**Clock wiring as the flow saved it**

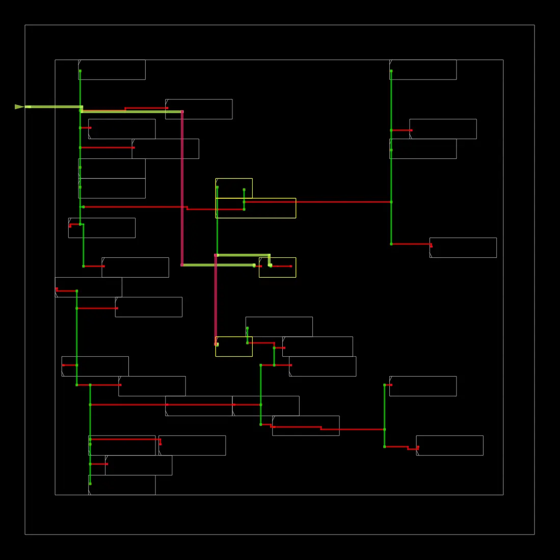
**The metal 3 layer**

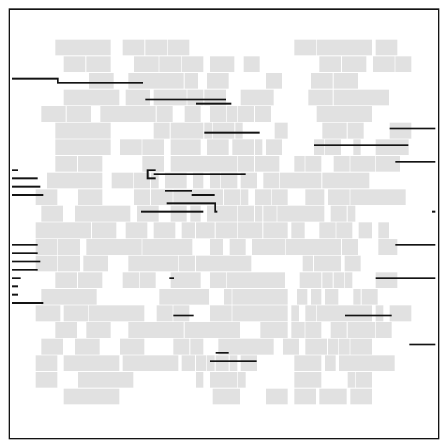
File: config.mk
export PLATFORM = sky130hd
export DESIGN_NAME = shape_sender
export DESIGN_NICKNAME = d
export VERILOG_FILES = /design/src/rtl/shape_sender.sv
export SDC_FILE = /design/constraint.sdc
export NUM_CORES = 1
export LEC_CHECK = 0
export CAP_MARGIN = 0
export CORE_MARGIN = 4
export CORE_UTILIZATION = 48
export CTS_CLUSTER_DIAMETER = 60
export DETAILED_ROUTE_END_ITERATION = 12
export MAX_ROUTING_LAYER = met4
export PLACE_DENSITY = 0.76
export SLEW_MARGIN = 20
export SYNTH_ARGS = -nofsm -noshare
export SYNTH_HDL_FRONTEND = slang
export SYNTH_SLANG_ARGS = --single-unit
File: constraint.sdc
create_clock -name clock -period 2.3 [get_ports clock]
set_input_delay 0.345 -clock clock [delete_from_list [all_inputs] [get_ports clock]]
set_output_delay 0.345 -clock clock [all_outputs]
set_load 0.02 [all_outputs]
File: src/rtl/shape_sender.sv
// Replays a captured 12-bit master pattern as LoadShape/ShapeLocation/LoadShapeNow
// transfers in a programmable location order, with optional idle gaps between offers.
module shape_sender #(
  parameter int GAP       = 0,
  parameter int NUM_SLOTS = 4
) (
  input  logic                     clock,
  input  logic                     reset,
  input  logic                     Start,
  input  logic [3*NUM_SLOTS-1:0]   Pattern,
  input  logic [2*NUM_SLOTS-1:0]   Order,
  input  logic                     LoadReady,
  output logic [2:0]               LoadShape,
  output logic [1:0]               ShapeLocation,
  output logic                     LoadShapeNow,
  output logic                     Busy,
  output logic                     SendDone
);

  localparam logic [1:0] S_IDLE = 2'd0;
  localparam logic [1:0] S_SEND = 2'd1;
  localparam logic [1:0] S_GAP  = 2'd2;
  localparam logic [1:0] S_DONE = 2'd3;

  localparam logic [1:0] K_LAST = 2'(NUM_SLOTS - 1);
  localparam logic [3:0] GAP_LD = 4'(GAP);

  logic [1:0]             state_q, state_d;
  logic [1:0]             k_q, k_d;
  logic [3:0]             gap_q, gap_d;
  logic [3*NUM_SLOTS-1:0] pat_q, pat_d;
  logic [2*NUM_SLOTS-1:0] ord_q, ord_d;

  logic [1:0] cur_loc;
  logic [3:0] shape_idx;
  logic [2:0] cur_shape;
  logic       in_send;

  // Location comes from the order entry k; the shape is looked up by that location.
  assign cur_loc   = ord_q[{k_q, 1'b0} +: 2];
  assign shape_idx = {1'b0, cur_loc, 1'b0} + {2'b00, cur_loc};
  assign cur_shape = pat_q[shape_idx +: 3];
  assign in_send   = (state_q == S_SEND);

  assign LoadShapeNow  = in_send;
  assign ShapeLocation = in_send ? cur_loc   : 2'b00;
  assign LoadShape     = in_send ? cur_shape : 3'b000;
  assign Busy          = in_send || (state_q == S_GAP);
  assign SendDone      = (state_q == S_DONE);

  always_comb begin
    state_d = state_q;
    k_d     = k_q;
    gap_d   = gap_q;
    pat_d   = pat_q;
    ord_d   = ord_q;
    case (state_q)
      S_IDLE: begin
        if (Start) begin
          pat_d   = Pattern;
          ord_d   = Order;
          k_d     = 2'd0;
          state_d = S_SEND;
        end
      end
      S_SEND: begin
        if (LoadReady) begin
          if (k_q == K_LAST) begin
            state_d = S_DONE;
          end else begin
            k_d = k_q + 2'd1;
            if (GAP > 0) begin
              gap_d   = GAP_LD;
              state_d = S_GAP;
            end
          end
        end
      end
      S_GAP: begin
        // Leaving when the counter reads 1 gives exactly GAP idle cycles.
        if (gap_q <= 4'd1) begin
          gap_d   = 4'd0;
          state_d = S_SEND;
        end else begin
          gap_d = gap_q - 4'd1;
        end
      end
      default: begin
        state_d = S_IDLE;
      end
    endcase
  end

  always_ff @(posedge clock or negedge reset) begin
    if (!reset) begin
      state_q <= S_IDLE;
      k_q     <= 2'd0;
      gap_q   <= 4'd0;
      pat_q   <= '0;
      ord_q   <= '0;
    end else begin
      state_q <= state_d;
      k_q     <= k_d;
      gap_q   <= gap_d;
      pat_q   <= pat_d;
      ord_q   <= ord_d;
    end
  end

endmodule

==> impl_summary.log <==
[flow] final metrics
[metrics] Met2 Routed Length: roughly 2200 um
[metrics] number of buffers added by the clock tree synthesis step: 3
[metrics] CTS tree: done
[metrics] max_slew headroom: 0.6977
[metrics] start of the worst register-to-register path: state_q[0]$_DFFE_PN0P_
[metrics] number of vias per cell after detailed routing: between 5 and 6
[metrics] total gr overflow: 0
[metrics] final hold slack: 436.5 ps
[metrics] registers with the most flip-flops: pat_q (12), ord_q (8), gap_q (4)
[metrics] final number of setup-violating endpoints: 3
[metrics] Port Buffer Count: 31
[metrics] pre-placement core utilization: 0.5014
[metrics] Top cell by count, worst path: sky130_fd_sc_hd__buf_4
[metrics] highest routed metal layer: met4
[metrics] most numerous logic cells after layout: 33 x sky130_fd_sc_hd__buf_4, 27 x sky130_fd_sc_hd__dfrtp_1, 26 x sky130_fd_sc_hd__clkdlybuf4s50_1, 20 x sky130_fd_sc_hd__mux2_2, 19 x sky130_fd_sc_hd__mux2i_1
[metrics] Die H: between 70 and 80 um
[metrics] Post CTS Setup Buffer Count: 8
[metrics] final number of max-transition violations: 0
[metrics] endpoint type of the worst setup path: output pin
[metrics] M2 GR Usage: 0.3253
[metrics] area fraction in full adders, half adders and majority gates: 0.07442
[metrics] kind of cell adding the most delay to the critical path: multiplexers
[metrics] clock distribution area overhead in the final layout: 0.02751
[metrics] arrival time reported for the critical path endpoint: roughly 2400 ps
[metrics] post-placement cell count: 260
[metrics] largest cell class by area: multi-input combinational cells
[metrics] master cell of the clock root buffer: sky130_fd_sc_hd__clkbuf_8
[metrics] met1 Use GR: 0.2502
[metrics] max-capacitance violation count: 0
[metrics] netlist area before placement: 1849 sq um
[metrics] post-layout worst setup margin: -423.7 ps
[metrics] most used logic cell in the final layout: sky130_fd_sc_hd__buf_4
[metrics] list of cells traversed by the critical path: mux4_2, ha_4, buf_4, buf_4, o211ai_1, o31ai_4, buf_6
[metrics] count of cells resized by post-cts repair: 31
[metrics] count of mapped cells out of synthesis: 164
[metrics] diode count: 0
[metrics] final hold violation count: 0
[metrics] CTS clock-pin slew for the worst setup and hold paths: 100 ps
[metrics] number of different library cells in the post-synthesis netlist: 35
[metrics] vias in the first global route: 1,562
[metrics] Final Critical Period: 2724 ps
[metrics] drt initial violations: 70
[metrics] type of the worst setup path: reg -> out
[metrics] Largest cells by area: sky130_fd_sc_hd__dfrtp_1 38%, sky130_fd_sc_hd__mux2_2 12%, sky130_fd_sc_hd__mux2i_1 10%
[metrics] first-pass GRT wire length: 7438 um
[metrics] library cell contributing the largest single delay on the critical path: sky130_fd_sc_hd__mux4_2
[metrics] # nets final: 261
[metrics] synthesized-area fraction occupied by and/or/nand/nor cells: 0.1211
[metrics] post-route cell area: 2592 sq um
[metrics] placed inst area: 2395 sq um
[metrics] final weighted congestion in routability-driven placement: 0.8423
[metrics] antenna-violating nets left: 0
[metrics] maximum cell stage delay along the critical path: ~580 ps
[metrics] number of placement rows: 22
[metrics] final routed wire length divided by cell count: 16.38 um
[metrics] setup repair after global routing missed its margin: true
[metrics] transition time at the pin with the least slew margin: ~450 ps
[metrics] Top logic family: multiplexers
[metrics] Area leader share: 0.3789
[metrics] outcome: finished with violations
[metrics] routed wire length on met3: 199 um
[metrics] die x size: between 70 and 80 um
[metrics] portion of the post-synthesis area used by sequential elements: 0.3789
[metrics] top-level port count: 32
[metrics] yosys aoi share: 0.08051
[metrics] Chip Area, Yosys: ~1800 sq um
[metrics] HPWL Detailed: 3327 um
[metrics] number of stages on the worst setup path: 7
[metrics] logic share of the area: 0.4459
[metrics] failing checks: negative setup slack
[metrics] area leader, netlist: sky130_fd_sc_hd__dfrtp_1
[metrics] total of fill cells in the finished design: 289
[metrics] total die size: 4910 sq um
[metrics] register name with the most flops: pat_q
[metrics] Area Growth Syn to Fin: 40.19%
[metrics] portion of the layout cell area used by non-clock buffers: 0.2230
[metrics] routing layer with the top usage in global route: met2
[metrics] Max Root-Sink Buffers: 2
[metrics] routed length on met1: 2050 um
[metrics] number of ordinary and repair buffers in the finished layout: 66
[metrics] max reg flops: 12
[metrics] Well-Tap Cells: ~48
[metrics] DRC Markers: 0
[metrics] length of the first detailed-routing pass in iterations: 4
[metrics] total number of yosys warnings: 0
[metrics] number of cells traversed by the worst register-to-register path: 6
[metrics] worst reg-to-reg setup slack: around 400 ps
[metrics] end of the critical path: LoadShape[0]
[metrics] post-synthesis mux area share: 0.3058
[metrics] total cells reported by yosys after synthesis: 164
[metrics] H-tree lvl count: 1
[metrics] CP Launch Type: flop
[metrics] maximum operating frequency: 0.3671 GHz
[metrics] area taken by multi-input logic gates: 1156 sq um
[metrics] data required time at the worst endpoint: 1960 ps
[metrics] flip-flop cell with the highest count after synthesis: sky130_fd_sc_hd__dfrtp_1
[metrics] initial antenna violation count: 0
[metrics] start point of the critical path: k_q[0]$_DFFE_PN0P_
[metrics] fraction of layout instances using a drive strength above 1: 0.3689
[metrics] crit path max fanout: 5
[metrics] Inverters: 6
[metrics] Net Count, Synth: 199
[metrics] hold buffer count at cts: 0
[metrics] clock tree skew after final layout: about 1.9 ps
[metrics] cell types with the highest counts after synthesis: 28 x sky130_fd_sc_hd__dfrtp_1, 20 x sky130_fd_sc_hd__mux2_2, 19 x sky130_fd_sc_hd__mux2i_1
[metrics] Buf+Inv Stages, Crit Path: 3
[metrics] final core area utilization: 0.7028
[metrics] worst slack at placement: -638.0 ps
[metrics] async set or reset register ratio after synthesis: 1.000
[metrics] Finished Layout Cells: 273
[metrics] all-layer global routing usage: 0.1947
[metrics] type of the tightest min-delay check: in -> async
[metrics] Post-Route Setup TNS: -1182 ps
[metrics] flip-flop and latch count after synthesis: 28
-- 'clock wiring as the flow saved it' (at the start) --
number of sinks on the clock net: 28
clock buffer count: 3
Flops: 28
clk ins delay skew pair: 280 ps

-- 'the metal 3 layer' (at the start) --
main direction	horizontal
longest straight run	15.2 um
wire length on this layer	199 um
share of all routed wire	4.5%
vias post-DR: 1,509
WL final: 4471 um
global-route track usage on met3: 0.02878

